==> src/rtl/addsub_rr_sched.sv <==
// Round-robin scheduler sharing one registered compare/add-subtract datapath.
// Optional statistics counters are enabled with the ADDSUB_SCHED_STATS_EN macro.
module addsub_rr_sched #(
  parameter  int NREQ  = 4,
  parameter  int WIDTH = 8,
  localparam int IDW   = $clog2(NREQ)
) (
  input  logic                  CLK,
  input  logic                  RST,
  input  logic [NREQ-1:0]       REQ_VALID,
  output logic [NREQ-1:0]       REQ_READY,
  input  logic [NREQ*WIDTH-1:0] REQ_A,
  input  logic [NREQ*WIDTH-1:0] REQ_B,
  output logic                  RES_VALID,
  input  logic                  RES_READY,
  output logic [WIDTH-1:0]      RES_DATA,
  output logic [IDW-1:0]        RES_ID
`ifdef ADDSUB_SCHED_STATS_EN
  ,
  output logic [15:0]           OP_COUNT,
  output logic [15:0]           ADD_COUNT
`endif
);

  typedef enum logic [1:0] {IDLE, EXEC, DONE} state_t;

  state_t           state_q, state_d;
  logic [IDW-1:0]   ptr_q;
  logic [WIDTH-1:0] a_q, b_q;
  logic [IDW-1:0]   id_q;
  logic             res_valid_q;
  logic [WIDTH-1:0] res_data_q;
  logic [IDW-1:0]   res_id_q;
  logic             grant_found;
  logic [IDW-1:0]   grant_idx;
  logic [IDW-1:0]   cand_idx;
  int               cand;

  // Search starting at the pointer; wrap explicitly so non-power-of-two NREQ never yields an out-of-range id.
  always_comb begin
    grant_found = 1'b0;
    grant_idx   = '0;
    cand        = 0;
    cand_idx    = '0;
    for (int k = 0; k < NREQ; k++) begin
      cand = int'(ptr_q) + k;
      if (cand >= NREQ) cand = cand - NREQ;
      cand_idx = IDW'(cand);
      if (!grant_found && REQ_VALID[cand_idx]) begin
        grant_found = 1'b1;
        grant_idx   = cand_idx;
      end
    end
  end

  always_comb begin
    REQ_READY = '0;
    if (state_q == IDLE && grant_found && !RST) REQ_READY[grant_idx] = 1'b1;
  end

  always_ff @(posedge CLK or posedge RST) begin
    if (RST) state_q <= IDLE;
    else     state_q <= state_d;
  end

  always_comb begin
    state_d = state_q;
    case (state_q)
      IDLE:    if (grant_found) state_d = EXEC;
      EXEC:    state_d = DONE;
      DONE:    if (RES_READY) state_d = IDLE;
      default: state_d = IDLE;
    endcase
  end

`ifdef ADDSUB_SCHED_STATS_EN
  logic res_add_q;
`endif

  always_ff @(posedge CLK or posedge RST) begin
    if (RST) begin
      ptr_q       <= '0;
      a_q         <= '0;
      b_q         <= '0;
      id_q        <= '0;
      res_valid_q <= 1'b0;
      res_data_q  <= '0;
      res_id_q    <= '0;
`ifdef ADDSUB_SCHED_STATS_EN
      res_add_q   <= 1'b0;
`endif
    end else begin
      case (state_q)
        IDLE: if (grant_found) begin
          a_q  <= REQ_A[grant_idx*WIDTH +: WIDTH];
          b_q  <= REQ_B[grant_idx*WIDTH +: WIDTH];
          id_q <= grant_idx;
        end
        EXEC: begin
          res_data_q  <= (a_q > b_q) ? a_q + b_q : a_q - b_q;
          res_id_q    <= id_q;
          res_valid_q <= 1'b1;
`ifdef ADDSUB_SCHED_STATS_EN
          res_add_q   <= (a_q > b_q);
`endif
        end
        DONE: if (RES_READY) begin
          res_valid_q <= 1'b0;
          ptr_q       <= (res_id_q == IDW'(NREQ - 1)) ? '0 : res_id_q + 1'b1;
        end
        default: ;
      endcase
    end
  end

  assign RES_VALID = res_valid_q;
  assign RES_DATA  = res_data_q;
  assign RES_ID    = res_id_q;

`ifdef ADDSUB_SCHED_STATS_EN
  logic [15:0] op_count_q, add_count_q;

  always_ff @(posedge CLK or posedge RST) begin
    if (RST) begin
      op_count_q  <= '0;
      add_count_q <= '0;
    end else if (res_valid_q && RES_READY) begin
      op_count_q <= op_count_q + 16'd1;
      if (res_add_q) add_count_q <= add_count_q + 16'd1;
    end
  end

  assign OP_COUNT  = op_count_q;
  assign ADD_COUNT = add_count_q;
`endif

endmodule
==> config.mk <==
export PLATFORM = sky130hd
export DESIGN_NAME = addsub_rr_sched
export DESIGN_NICKNAME = d
export VERILOG_FILES = /design/src/rtl/addsub_rr_sched.sv
export SDC_FILE = /design/constraint.sdc
export NUM_CORES = 1
export LEC_CHECK = 0
export ABC_AREA = 1
export CORE_MARGIN = 5
export CORE_UTILIZATION = 52
export DETAILED_ROUTE_END_ITERATION = 8
export PLACE_DENSITY = 0.86
export SKIP_LAST_GASP = 1
export SYNTH_ARGS = -nofsm -noshare
export SYNTH_HDL_FRONTEND = slang
export SYNTH_SLANG_ARGS = --single-unit
==> constraint.sdc <==
create_clock -name CLK -period 4.9 [get_ports CLK]
set_input_delay 0.735 -clock CLK [delete_from_list [all_inputs] [get_ports CLK]]
set_output_delay 0.735 -clock CLK [all_outputs]
set_load 0.02 [all_outputs]
==> images/clk_routes.png <==
Bar = 20 µm.
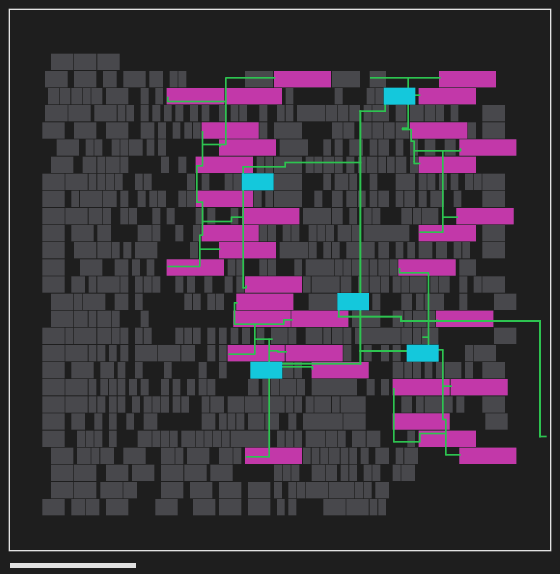
legend:
  clock drivers:
    colour: cyan
    count: 5
  clock wires:
    colour: green
    length: 418 µm
  flip-flops:
    colour: magenta
    count: 33
routed clock nets: 6
clk latency late pin: 300 ps
clock network power: 207 µW

==> images/wires.png <==
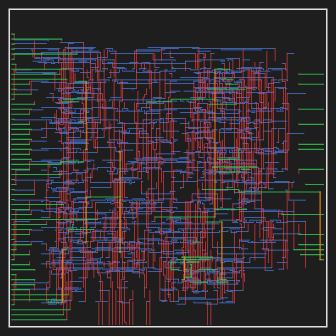
legend:
  metal 3:
    colour: green
    wire_length: 699 µm
  metal 2:
    colour: red
    wire_length: 3680 µm
  metal 1:
    colour: blue
    wire_length: 3430 µm
  metal 4:
    colour: orange
    wire_length: 152 µm
Detailed Route WL: 7960 µm
count of vias placed by the detailed router: 3223
routed length per instance: 12.8 µm
global router's overall resource usage: 0.225

==> images/layer_met2.png <==
Cells faint in the background.
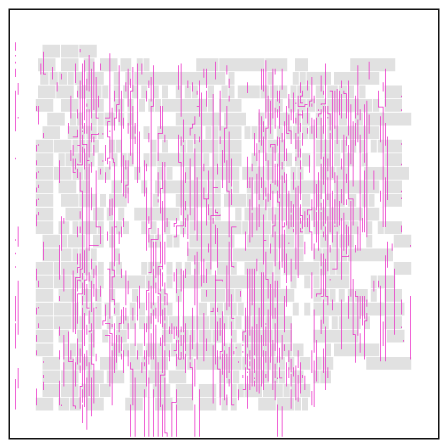
longest straight run: 38.8 µm
share of all routed wire: 46%
Global Route met2 Usage: 0.391

==> images/layer_met3.png <==
Bar = 20 µm. Cells faint in the background.
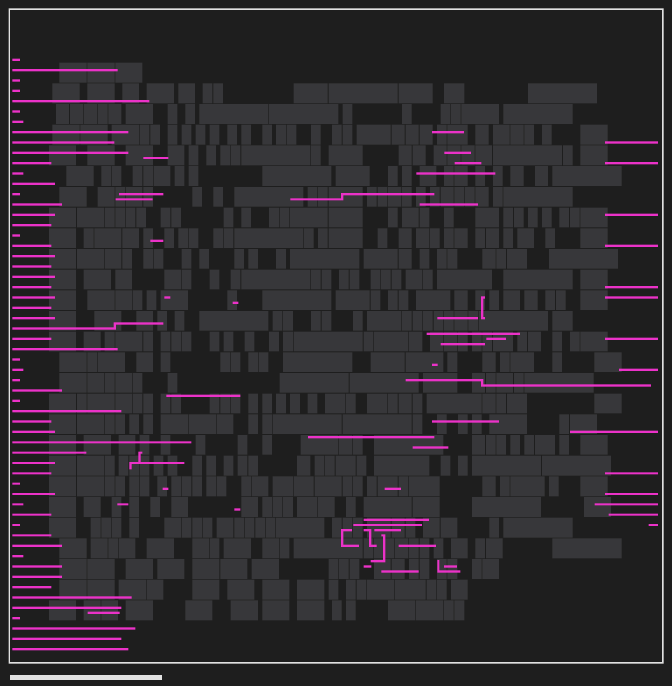
main direction: horizontal
share of all routed wire: 8.8%
longest straight run: 23.2 µm
GRT met3 Usage: 0.0644

==> impl_results.rst <==
Synthesis and place-and-route
=============================

.. list-table::
   :header-rows: 1

   * - Metric
     - Value
   * - Outcome
     - finished, final reports clean
   * - End point of the most critical hold path
     - RES_DATA[7]
   * - Internal
     - 1.38 mW
   * - Yosys top cell area share
     - 0.306
   * - Power share of the combinational group
     - 0.772
   * - Non-filler instance count after layout
     - 620
   * - Largest stage delay on the critical path
     - 640 ps
   * - Power in sequential cells
     - 527 µW
   * - Highest layer used for signal routing
     - met4
   * - Most used routing layer
     - met2
   * - Main synth FF type
     - dfrtp_1
   * - Instance count after placement with tap cells included
     - between 600 and 700
   * - Combinational gate area
     - 0.00188 mm²
   * - Multi-input combinational cell count
     - around 380
   * - Setup bufs post-CTS
     - 0
   * - Height of the die
     - 85.8 µm
   * - Hold violation count in the final report
     - 0
   * - OpenROAD warnings
     - 33
   * - Nets at Floorplan
     - 560
   * - Area of all placed cells without fillers
     - between 0.003 and 0.004 mm²
   * - Actual slew at the worst max-slew pin
     - 701 ps
   * - Yosys cell count
     - 471
   * - Width of the chip
     - 85.8 µm
   * - Worst r2r dst
     - b_q[6]
   * - Non-Clock Buffer Area Fraction
     - 0.228
   * - Minimum setup slack after placement
     - 772 ps
   * - Worst reg-to-reg path cell count
     - 14
   * - Xor and xnor area share after synthesis
     - 0.00293
   * - Antenna diode count
     - 0
   * - Arrival time at the worst endpoint
     - 3460 ps
   * - Highest-count logic cell in the final layout
     - nand2_1
   * - Tightest hold margin
     - 484 ps
   * - Class of the tightest hold or removal check
     - flop to flop
   * - Sequential cell area fraction in the yosys report
     - 0.277
   * - Comb area share
     - 0.479
   * - Met1 layer usage reported by global route
     - 0.268
   * - Hold-fix buffers, CTS
     - 0
   * - Clock tree from TritonCTS
     - yes
   * - Init Core Util
     - 0.539
   * - Pwr top
     - combinational cells
   * - Leakage power
     - 2.06 nW
   * - Wire length of the first global-routing pass
     - 13800 µm
   * - Buffers & Inverters on Critical Path
     - 5
   * - Placed wire-length estimate
     - roughly 6300 µm
   * - Clock Sinks
     - 33
   * - Clock-cell share of area
     - 0.0233
   * - Largest area contributor in the synthesized netlist
     - nand2_1
Power figures rest on the tool's default switching activity, not on a simulated workload.
